## src/rtl/hazard_ctrl_pkg.sv

```systemverilog
// Shared definitions for the pipeline control slice: controller state
// encoding, default register-address width and the NOP encoding that the
// IF/ID flush logic loads.
package pipe_ctrl_pkg;

    // Controller states
    typedef enum logic [1:0] {
        ST_RUN      = 2'd0,
        ST_MUL_BUSY = 2'd1,
        ST_HALTED   = 2'd2
    } state_e;

    // Default register-address width of the 16-bit datapath
    localparam int REG_AW = 4;

    // Instruction word placed in IF/ID when it is flushed
    localparam logic [15:0] NOP_INSTR = 16'h0000;

endpackage

```

## src/rtl/hazard_ctrl_load_use_detect.sv

```systemverilog
// Combinational load-use comparator: flags when the load in EX writes a
// register that the instruction in ID reads. Register zero never hazards.
module load_use_detect
    import pipe_ctrl_pkg::*;
#(
    parameter int AW = REG_AW
) (
    input  logic [AW-1:0] ifid_rs_i,
    input  logic [AW-1:0] ifid_rt_i,
    input  logic [AW-1:0] idex_rt_i,
    input  logic          idex_mem_read_i,
    output logic          hazard_o
);

    assign hazard_o = idex_mem_read_i
                   && (idex_rt_i != '0)
                   && ((idex_rt_i == ifid_rs_i) || (idex_rt_i == ifid_rt_i));

endmodule

```

## src/rtl/hazard_ctrl.sv

```systemverilog
// Pipeline control unit: drives IF/ID / PC write enables, IF/ID flush,
// ID/EX bubble and EX hold for load-use, taken branch, multi-cycle EX ops
// and halt/resume.
// Optional statistics counters are built when HAZARD_CTRL_STATS_EN is defined.
// dbg_state_o exposes the controller state for observation.
module hazard_ctrl
    import pipe_ctrl_pkg::*;
#(
    parameter int MUL_CYCLES = 4,
    parameter int REG_AW     = pipe_ctrl_pkg::REG_AW,
    parameter int CNT_W      = 16
) (
    input  logic              clk,
    input  logic              reset,
    input  logic [REG_AW-1:0] ifid_rs,
    input  logic [REG_AW-1:0] ifid_rt,
    input  logic [REG_AW-1:0] idex_rt,
    input  logic              idex_memRead,
    input  logic              branch_taken,
    input  logic              mul_start,
    input  logic              halt,
    input  logic              resume,
    output logic              IFIDWrite,
    output logic              PCWrite,
    output logic              flush,
    output logic              idex_bubble,
    output logic              ex_hold,
    output state_e            dbg_state_o
`ifdef HAZARD_CTRL_STATS_EN
    ,
    output logic [CNT_W-1:0]  stall_cycles,
    output logic [CNT_W-1:0]  flush_count
`endif
);

    localparam int              CW       = $clog2(MUL_CYCLES) + 1;
    localparam bit              MUL_EN   = (MUL_CYCLES > 1);
    localparam logic [CW-1:0]   MUL_LOAD = CW'(MUL_CYCLES - 1);

    state_e        state_q, state_d;
    logic [CW-1:0] mul_cnt_q, mul_cnt_d;
    logic          load_use;

    load_use_detect #(
        .AW(REG_AW)
    ) u_load_use_detect (
        .ifid_rs_i       (ifid_rs),
        .ifid_rt_i       (ifid_rt),
        .idex_rt_i       (idex_rt),
        .idex_mem_read_i (idex_memRead),
        .hazard_o        (load_use)
    );

    // State and multi-cycle counter registers
    always_ff @(posedge clk or posedge reset) begin
        if (reset) begin
            state_q   <= ST_RUN;
            mul_cnt_q <= '0;
        end else begin
            state_q   <= state_d;
            mul_cnt_q <= mul_cnt_d;
        end
    end

    // Next-state logic; priority in RUN is branch, mul_start, load-use, halt
    always_comb begin
        state_d   = state_q;
        mul_cnt_d = mul_cnt_q;
        case (state_q)
            ST_RUN: begin
                if (!branch_taken) begin
                    if (mul_start && MUL_EN) begin
                        state_d   = ST_MUL_BUSY;
                        mul_cnt_d = MUL_LOAD;
                    end else if (!load_use && halt) begin
                        state_d = ST_HALTED;
                    end
                end
            end
            ST_MUL_BUSY: begin
                // Counter reading 1 is the last busy cycle; <= guards a stray 0
                if (mul_cnt_q <= CW'(1)) begin
                    state_d   = ST_RUN;
                    mul_cnt_d = '0;
                end else begin
                    mul_cnt_d = mul_cnt_q - CW'(1);
                end
            end
            ST_HALTED: begin
                if (resume) begin
                    state_d = ST_RUN;
                end
            end
            default: begin
                state_d   = ST_RUN;
                mul_cnt_d = '0;
            end
        endcase
    end

    // Output decode from state and inputs; reset forces the squash pattern
    always_comb begin
        IFIDWrite   = 1'b0;
        PCWrite     = 1'b0;
        flush       = 1'b0;
        idex_bubble = 1'b0;
        ex_hold     = 1'b0;
        case (state_q)
            ST_RUN: begin
                if (branch_taken) begin
                    IFIDWrite   = 1'b1;
                    PCWrite     = 1'b1;
                    flush       = 1'b1;
                    idex_bubble = 1'b1;
                end else if (mul_start && MUL_EN) begin
                    IFIDWrite = 1'b1;
                    PCWrite   = 1'b1;
                end else if (load_use || halt) begin
                    idex_bubble = 1'b1;
                end else begin
                    IFIDWrite = 1'b1;
                    PCWrite   = 1'b1;
                end
            end
            ST_MUL_BUSY: begin
                ex_hold = 1'b1;
            end
            ST_HALTED: begin
                idex_bubble = 1'b1;
            end
            default: begin
                idex_bubble = 1'b1;
            end
        endcase
        if (reset) begin
            IFIDWrite   = 1'b0;
            PCWrite     = 1'b0;
            flush       = 1'b1;
            idex_bubble = 1'b1;
            ex_hold     = 1'b0;
        end
    end

    assign dbg_state_o = state_q;

`ifdef HAZARD_CTRL_STATS_EN
    logic [CNT_W-1:0] stall_q, flush_q;

    // Saturating counters of stalled-PC cycles and flush cycles
    always_ff @(posedge clk or posedge reset) begin
        if (reset) begin
            stall_q <= '0;
            flush_q <= '0;
        end else begin
            if (!PCWrite && (stall_q != '1)) begin
                stall_q <= stall_q + CNT_W'(1);
            end
            if (flush && (flush_q != '1)) begin
                flush_q <= flush_q + CNT_W'(1);
            end
        end
    end

    assign stall_cycles = stall_q;
    assign flush_count  = flush_q;
`endif

endmodule
```

## config.mk

```make
export PLATFORM = sky130hd
export DESIGN_NAME = hazard_ctrl
export DESIGN_NICKNAME = d
export VERILOG_FILES = /design/src/rtl/hazard_ctrl_pkg.sv /design/src/rtl/hazard_ctrl_load_use_detect.sv /design/src/rtl/hazard_ctrl.sv
export SDC_FILE = /design/constraint.sdc
export NUM_CORES = 1
export LEC_CHECK = 0
export ABC_AREA = 1
export CAP_MARGIN = 20
export CORE_AREA = 2 2 44 46
export CTS_BUF_LIST = sky130_fd_sc_hd__clkbuf_16
export CTS_CLUSTER_DIAMETER = 60
export CTS_CLUSTER_SIZE = 10
export DETAILED_ROUTE_END_ITERATION = 10
export DIE_AREA = 0 0 46 48
export PLACE_DENSITY = 0.72
export SYNTH_ARGS = -nofsm -noshare
export SYNTH_HDL_FRONTEND = slang
export SYNTH_SLANG_ARGS = --single-unit
```

## constraint.sdc

```tcl
create_clock -name clk -period 1.42 [get_ports clk]
set_input_delay 0.284 -clock clk [delete_from_list [all_inputs] [get_ports clk]]
set_output_delay 0.284 -clock clk [all_outputs]
set_load 0.005 [all_outputs]
```

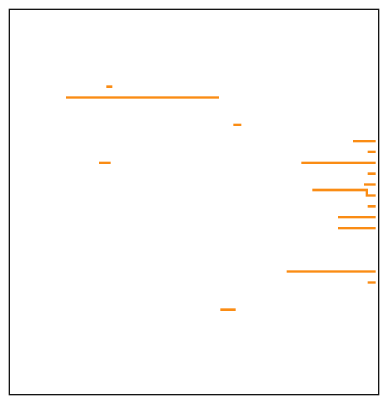
(the metal 3 layer)
(8 px per um)
nets with wire on the layer = 14
longest straight run = 18.9 um
wire length on this layer = 65.8 um

==> results.yml <==
# flow metrics
clock_network:
  htreeDepth: 1
  clock_path_buffers: 2
  cts_tree: "yes"
  path_clk_slew_ps: 30
  hold_buffers: 0
  clkSinkCount: 5
  cts_buffers: 3
worst_setup_path:
  crit_top_cell: "nand2_1"
  crit_required_ps: 1140
  rr_worst_depth: 8
  path_cells: "nor2_2 -> buf_4 -> inv_2 -> nor2_4 -> nand2_1 -> nand2_1 -> buf_2"
  worstPathArrival_ps: 1220
  reg2reg_slack_ps: 90
  crit_slowest_cell: "dfrtp_1"
  path_max_fanout: 2
  critPathMaxStageDelay_ps: 390
  cp-end-kind: "output pin"
  critPathKind: "reg -> out"
global_route:
  grt_util_met1: 0.196
  use_met3: 0.0377
  grt-ovfl-total: 0
  grt_use_total: 0.194
  grt_max_degree: 6
  first_global_vias: 767
  top_usage_layer: "met2"
  gr-usage-met2: 0.381
  antenna_found_initial: 0
  grt_first_pass_wirelength_um: 3000
floorplan:
  core_area_sq_mm: 0.00169
  fp.dieArea_sq_mm: 0.00221
  fp_util: 0.333
  row_count: 15
  die_w_um: 46
  io_pins: 26
  die.size.y_um: 48
place:
  dpl-instance-area_sq_um: 925
  placed_cells: 153
  port_buffers: 25
  hpwlAfterDp_um: 1370
logic_synthesis:
  yosysTopAreaCellShare: 0.260
  syn_avg_cell_area_sq_um: 5.69
  postSynthSeqShare: 0.222
  ys_ff: 5
  ys_cells: 99
  yosys_most_used_dff: "dfrtp_1"
  topCombFamilyByArea: "simple AND/OR/NAND/NOR gates"
  top_cells_by_area: "nand2_1 26%, dfrtp_1 22%, inv_1 13%"
  synth_area_sq_um: 563
  aoi_share: 0.158
  top_area_cell: "nand2_1"
  ys_sh_xor: 0.0156
  synthArstFlopShare: 1.00
  synth-simple-area-share: 0.400
  ys_types: 21
  synthMuxAreaShare: 0
  edf_count: 0
  synthCells: 99
  ys_warn_count: 0
  yosys-top-cells-count: "39 x nand2_1, 19 x inv_1, 9 x nor2_1"
  ys_chip_area_sq_um: 563
  fp_nets: 120
pwr:
  clkPwrFrac: 0.270
  internal_power_uw: 1040
  pg_clk_uw: 453
  power_frac_comb: 0.576
  switching_share: 0.382
  p_leak_uw: 0.000623
  top_power_group: "combinational cells"
  comb_power_uw: 968
  power_density_mw_per_mm2: 1520
  p_seq_uw: 259
  ir_drop_mv: 1.08
  pwr-share-seq: 0.154
layout:
  area_delta_synth_final_pct: 95.8
  utilization: 0.653
  drive_above_1_share: 0.541
  fin_cells: 163
  n_antenna_cell: 0
  num-fill-cells: 146
  seq_area_sq_um: 125
  fin_area_sq_mm: 0.00110
  logic_area_sq_um: 412
  nets: 168
drt:
  routed_wl_um: 1900
  via_count: 765
  ant_nets: 0
  viasPerCell: 4.69
  drtIter0Drc: 10
  drt-pass1-iter-count: 3
  wl_per_cell_um: 11.6
  drc_errors: 0
sta:
  finalMaxSlewViolations: 0
  finalClockPeriodUsage: 1.06
  hold_violations: 0
  hold_slack_ps: 227
  rsz0062_at_grt: "true"
  worstMarginPinSlew_ps: 199
  setup_ws_ps: -88.8
  fin_tns_setup_ps: -215
  setup_viol: 3
  relSlewSlack: 0.867
  finClkSkew_ps: 1.19
  max_freq_ghz: 0.663
hold_path:
  hp-class: "in -> async"
status:
  violations: "setup timing"
  status: "finished with violations"
job:
  warning_count: 29
  max_cap_violations: 0
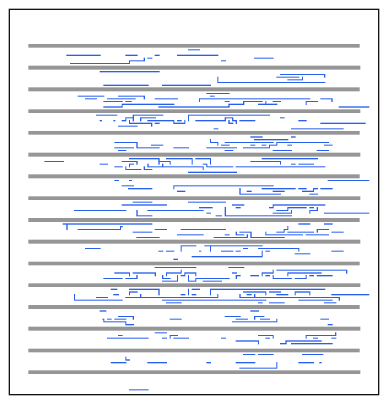
(the metal 1 layer)
(8 px per um) Supply wires on this layer in grey.
wire length on this layer = 743 um
nets with wire on the layer = 156

[final cells by class]
class / count / share of cell area
clock buffers: 3 / 0.0681
well taps: 17 / 0.0193
clock inverters: 1 / 0.00341
multi-input cells: 71 / 0.373
flip-flops and latches: 5 / 0.114
inverters: 22 / 0.0840
repair buffers: 44 / 0.338
[sequential cells by signal, summed over array words and instances (netlist names)]
name and count:
mul_cnt_q 3, dbg_state_o 2
[kinds of logic (layout without fill, tap and decap cells)]
logic type      Yosys count  count (layout)
simple gates             55              55
compound gates           13              13
fa+ha+maj                 2               2
flops                     5               5
xor+xnor                  1               1
buf+inv                  23              70
[through the flow]
stage,power [uW],worst slack [ps]
2_1_floorplan,721,84.7
3_3_place_gp,1080,-768
3_5_place_dp,1120,-820
4_1_cts,1620,-66.9
5_1_grt,1810,-140
6_report,1680,-88.8
[layer usage]
metal	routed length, um	share of wire
met2	1060	0.56
met5	0	0
met1	743	0.39
met4	32	0.017
met3	65	0.034
[critical path, delay by kind of cell, from the launching register on]
family	cells	cell delay [ps]
flip-flops	1	390
buffers and inverters	3	290
AND/OR/NAND/NOR	4	320
[final timing paths]
kind                                 from      endpoint
max                        dbg_state_o[1]   idex_bubble
min                                 reset  mul_cnt_q[2]
max reg2reg                dbg_state_o[1]  mul_cnt_q[0]
min reg2reg                  mul_cnt_q[2]  mul_cnt_q[2]
max in group asynchronous           reset  mul_cnt_q[0]
min in group clk             mul_cnt_q[2]  mul_cnt_q[2]
[repair_timing]
item,4_1_cts,5_1_grt
pin swaps,23,22
gates resized,94,31
gates cloned,0,0
endpoints found under the setup margin,7,6
buffers inserted,8,0
No activity file was given, so power comes from the tool's default toggle rates.
